<file path="src/rtl/pipeline_pkg.sv">
// Types and constants shared by the pipeline front-end blocks.
// Holds the fetch FSM encoding, the NOP word, and the PC reset and alignment constants.
package pipeline_pkg;

    typedef enum logic [1:0] {
        REQ  = 2'd0,
        WAIT = 2'd1,
        HOLD = 2'd2
    } fetch_state_e;

    localparam logic [31:0] INST_NOP         = 32'h0000_0000;
    localparam logic [31:0] DEFAULT_RESET_PC = 32'h0000_0000;
    localparam logic [31:0] PC_ALIGN_MASK    = 32'hFFFF_FFFC;

    function automatic logic [31:0] align_pc(input logic [31:0] addr);
        return addr & PC_ALIGN_MASK;
    endfunction

endpackage

</file>
<file path="src/rtl/if_fetch_unit.sv">
// Instruction-fetch stage: owns the PC and keeps one imem request outstanding.
// It presents pc_4/inst with a one-cycle en strobe for the IF/ID register.
module if_fetch_unit
    import pipeline_pkg::*;
#(
    parameter logic [31:0] RESET_PC = DEFAULT_RESET_PC,
    parameter int          AW       = 32
) (
    input  logic          clk,
    input  logic          rst_n,
    input  logic          load_use,
    input  logic          jp_success,
    input  logic [AW-1:0] jp_target,
    output logic          imem_req,
    output logic [AW-1:0] imem_addr,
    input  logic          imem_gnt,
    input  logic          imem_rvalid,
    input  logic [31:0]   imem_rdata,
    output logic [AW-1:0] pc_4,
    output logic [31:0]   inst,
    output logic          en
);

    fetch_state_e  r_state;
    logic [AW-1:0] r_pc;
    logic [AW-1:0] r_pc_4;
    logic [31:0]   r_inst;
    logic          r_drop;
    logic          r_hold_valid;
    logic [31:0]   r_hold_data;

    fetch_state_e  w_state_nxt;
    logic [AW-1:0] w_pc_nxt;
    logic [AW-1:0] w_pc_plus4;
    logic          w_drop_nxt;
    logic          w_hold_valid_nxt;
    logic          w_hold_load;
    logic          w_en;
    logic [31:0]   w_deliver_inst;

    assign w_pc_plus4 = r_pc + AW'(4);

    // NOTE: every signal gets a default before the case so no path leaves it unassigned (no latches).
    always_comb begin
        w_state_nxt      = r_state;
        w_pc_nxt         = r_pc;
        w_drop_nxt       = r_drop;
        w_hold_valid_nxt = r_hold_valid;
        w_hold_load      = 1'b0;
        w_en             = 1'b0;
        w_deliver_inst   = r_hold_data;

        if (jp_success) begin
            // The redirect wins over stall and delivery; a response already in flight must be dropped.
            w_pc_nxt         = align_pc(jp_target);
            w_hold_valid_nxt = 1'b0;
            case (r_state)
                REQ: begin
                    if (imem_gnt) begin
                        w_state_nxt = WAIT;
                        w_drop_nxt  = 1'b1;
                    end
                end
                WAIT: begin
                    if (imem_rvalid) begin
                        w_state_nxt = REQ;
                        w_drop_nxt  = 1'b0;
                    end else begin
                        w_drop_nxt  = 1'b1;
                    end
                end
                default: w_state_nxt = REQ;
            endcase
        end else begin
            case (r_state)
                REQ: begin
                    if (imem_gnt) w_state_nxt = WAIT;
                end
                WAIT: begin
                    if (imem_rvalid) begin
                        if (r_drop) begin
                            w_drop_nxt  = 1'b0;
                            w_state_nxt = REQ;
                        end else if (!load_use) begin
                            w_en           = 1'b1;
                            w_deliver_inst = imem_rdata;
                            w_pc_nxt       = w_pc_plus4;
                            w_state_nxt    = REQ;
                        end else begin
                            w_hold_load      = 1'b1;
                            w_hold_valid_nxt = 1'b1;
                            w_state_nxt      = HOLD;
                        end
                    end
                end
                HOLD: begin
                    if (!load_use && r_hold_valid) begin
                        w_en             = 1'b1;
                        w_deliver_inst   = r_hold_data;
                        w_pc_nxt         = w_pc_plus4;
                        w_hold_valid_nxt = 1'b0;
                        w_state_nxt      = REQ;
                    end
                end
                default: w_state_nxt = REQ;
            endcase
        end
    end

    // NOTE: sequential state uses non-blocking assignments so every register samples pre-edge values.
    always_ff @(posedge clk or negedge rst_n) begin
        if (!rst_n) begin
            r_state      <= REQ;
            r_pc         <= RESET_PC;
            r_pc_4       <= '0;
            r_inst       <= INST_NOP;
            r_drop       <= 1'b0;
            r_hold_valid <= 1'b0;
            r_hold_data  <= INST_NOP;
        end else begin
            r_state      <= w_state_nxt;
            r_pc         <= w_pc_nxt;
            r_drop       <= w_drop_nxt;
            r_hold_valid <= w_hold_valid_nxt;
            if (w_hold_load) r_hold_data <= imem_rdata;
            if (w_en) begin
                r_inst <= w_deliver_inst;
                r_pc_4 <= w_pc_plus4;
            end
        end
    end

    // Delivered values appear alongside en and are held afterwards; imem_req is low while reset is asserted.
    assign imem_req  = (r_state == REQ) && rst_n;
    assign imem_addr = r_pc;
    assign en        = w_en;
    assign inst      = w_en ? w_deliver_inst : r_inst;
    assign pc_4      = w_en ? w_pc_plus4 : r_pc_4;

endmodule

</file>
<file path="config.mk">
export PLATFORM = sky130hd
export DESIGN_NAME = if_fetch_unit
export DESIGN_NICKNAME = d
export VERILOG_FILES = /design/src/rtl/pipeline_pkg.sv /design/src/rtl/if_fetch_unit.sv
export SDC_FILE = /design/constraint.sdc
export NUM_CORES = 1
export LEC_CHECK = 0
export ABC_AREA = 1
export CAP_MARGIN = 10
export CORE_ASPECT_RATIO = 0.7
export CORE_MARGIN = 8
export CORE_UTILIZATION = 45
export CTS_CLUSTER_DIAMETER = 120
export DETAILED_ROUTE_END_ITERATION = 8
export GPL_ROUTABILITY_DRIVEN = 1
export PLACE_DENSITY = 0.77
export SYNTH_ARGS = -nofsm -noshare
export SYNTH_HDL_FRONTEND = slang
export SYNTH_SLANG_ARGS = --single-unit
</file>
<file path="constraint.sdc">
create_clock -name clk -period 2 [get_ports clk]
set_clock_uncertainty 0.05 [all_clocks]
set_input_delay 0.3 -clock clk [delete_from_list [all_inputs] [get_ports clk]]
set_output_delay 0.3 -clock clk [all_outputs]
set_load 0.005 [all_outputs]
</file>
### The metal 1 layer, run 1

Cells faint in the background.
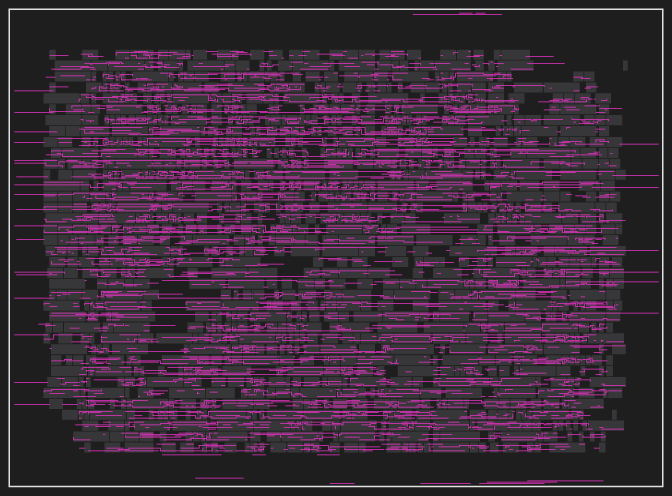
The layer carries 11400 um of wire. 1251 nets have wire on it. The longest straight run is 52.4 um.

### M2 wires, run 1

Bar = 50 um.
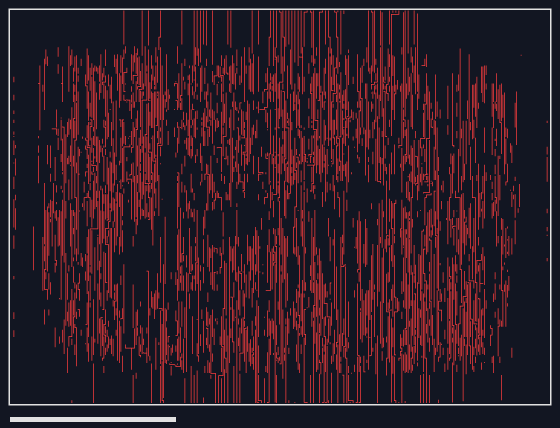
1145 nets have wire on it. The wires run mostly vertical. The layer holds 47% of the routed length. The layer carries 12700 um of wire. The longest straight run is 41.5 um.

### Signal wires on met3, run 1

Bar = 50 um.
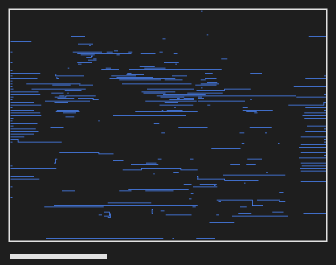
The longest straight run is 73.6 um. The layer holds 8.2% of the routed length. The layer carries 2210 um of wire. The wires run mostly horizontal.

==> flow_summary.ini, run 1 <==
; implementation run metrics
[run_status]
violations = setup timing
status = complete, but fails checks

[min_path]
worst_hold_path.endpoint = r_pc_4[27]
min_from = r_pc_4[27]
hp-class = register to register
min_path_cells = 2

[cells_and_area]
mostFrequentLayoutCell = nand2_1
seq_area_frac = 0.275
area_growth_pct = 75.1
final_nets = 1351
flop_area_um2 = 3250
layout.cells.non_filler = 1485
comb-cell-share = 0.317
clk_share = 0.0525
comb_area_um2 = 3760
comb_cells = 691
stdcell_area_um2 = 11800
ff_count = 130
nFillCells = 942

[yosys]
ys_sh_mux = 0.0533
ff_type = dfrtp_1
synth-adder-area-share = 0.00740
yosys-top-cells-area = dfrtp_1 (48%), nand2_1 (24%), nor2_1 (5.7%), mux2_2 (5.2%), o21ai_0 (3.9%)
yosysChipArea_um2 = 6770
largest_area_cell = dfrtp_1
yosys.area_share.aoi = 0.0581

[setup_path]
r2r_start = r_state[1]
crit_required_ps = 1650
path_class = register to output pin
path_depth = 14
crit_end = inst[12]

[power]
p_leak_nw = 6.22
largestPowerGroup = combinational cells
clock_power_share = 0.205
p_comb_mw = 8.32
ir_drop_mv = 0.858
power_frac_comb = 0.516
netSwitchingFraction = 0.367

[drt]
topRoutingLayerUsed = met4
wl_met1_um = 11400
dr.pass1.iters = 5
drt_wl_total_um = 26800
drcViolationCount = 0
wl_met3_um = 2210
routed-via-count = 7672

[die]
nWellTaps = 195
chipHeight_um = 119
fp.coreArea_um2 = 14700
die_w_um = 163
dieArea_um2 = 19300
io_pins = 168
row_count = 37

[place]
numPortBuffers = 163
dp.cells = 1326
pre_cts_ws_ps = -648
post_dp_cell_area_um2 = 9330

[clock_network]
h-tree-depth = 4
cts_sinks = 130
clock_path_buffers = 2
cts_setup_buffers = 93
clock_latency_ps = 420

[final_timing]
setup_violations = 84
max_freq_ghz = 0.372
fin_hold_ws_ps = 419
hold_viol = 0
fin_ws_ps = -686
rsz0062_at_grt = true

[grt]
grt_util_all_layers = 0.267
grtUsageMet3 = 0.0721
grt_pass1_wl_um = 40800
busiest_layer = met2
--- run 2 (diff from run 1) ---
--- a/config.mk
+++ b/config.mk
@@ -5,9 +5,8 @@
 export SDC_FILE = /design/constraint.sdc
 export NUM_CORES = 1
 export LEC_CHECK = 0
-export ABC_AREA = 1
 export CAP_MARGIN = 10
-export CORE_ASPECT_RATIO = 0.7
+export CORE_ASPECT_RATIO = 0.5
 export CORE_MARGIN = 8
 export CORE_UTILIZATION = 45
 export CTS_CLUSTER_DIAMETER = 120
### Met4 routing, run 2

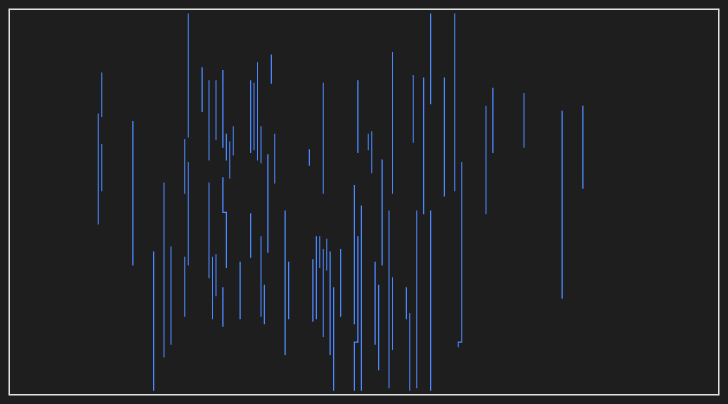
The layer holds 5.6% of the routed length. 69 nets have wire on it. The longest straight run is 49.6 um. The wires run mostly vertical. The layer carries 1680 um of wire.

### M2 wires, run 2

Bar = 50 um.
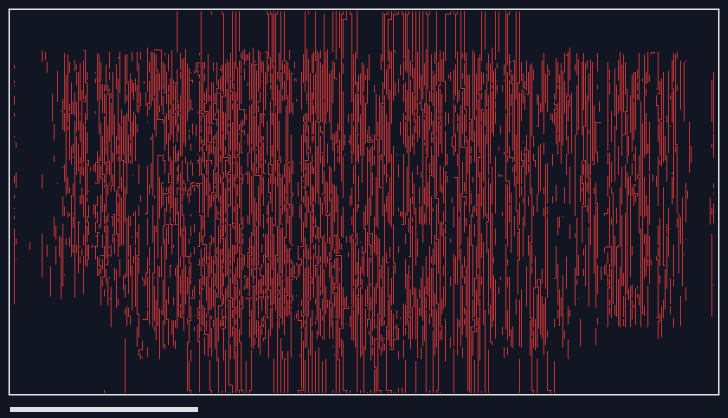
The wires run mostly vertical. The layer holds 50% of the routed length. 1044 nets have wire on it. The longest straight run is 50.7 um.

==> flow_summary.ini, run 2 <==
; implementation run metrics
[run_status]
status = complete, but fails checks
violations = setup timing

[clock_network]
clock_path_buffers = 2
clock_latency_ps = 420
cts_sinks = 130
cts_setup_buffers = 52
h-tree-depth = 4

[drt]
dr.pass1.iters = 5
wl_met1_um = 11400
drcViolationCount = 0
wl_met3_um = 2100
routed-via-count = 7654

[cells_and_area]
final_nets = 1102
nFillCells = 657
flop_area_um2 = 3260
ff_count = 130
comb-cell-share = 0.371
comb_area_um2 = 4620
seq_area_frac = 0.262

[final_timing]
setup_violations = 148
fin_hold_ws_ps = 396
hold_viol = 0
fin_ws_ps = -886
rsz0062_at_grt = true

[min_path]
hp-class = primary input to register
min_from = jp_target[3]

[yosys]
largest_area_cell = dfrtp_1
synth-adder-area-share = 0.00750
yosys-top-cells-area = dfrtp_1 (49%), mux2_2 (5.4%), o21ai_0 (4.7%), nand2_1 (4.3%), nor3b_1 (3.7%)
yosysChipArea_um2 = 6670
ys_sh_mux = 0.0570
ff_type = dfrtp_1

[grt]
grt_util_all_layers = 0.262
grt_pass1_wl_um = 40000

[die]
fp.coreArea_um2 = 14500
dieArea_um2 = 19200
io_pins = 168
row_count = 31

[place]
numPortBuffers = 163
dp.cells = 1122
pre_cts_ws_ps = -773

[setup_path]
path_depth = 11
path_class = register to output pin

[power]
ir_drop_mv = 0.774
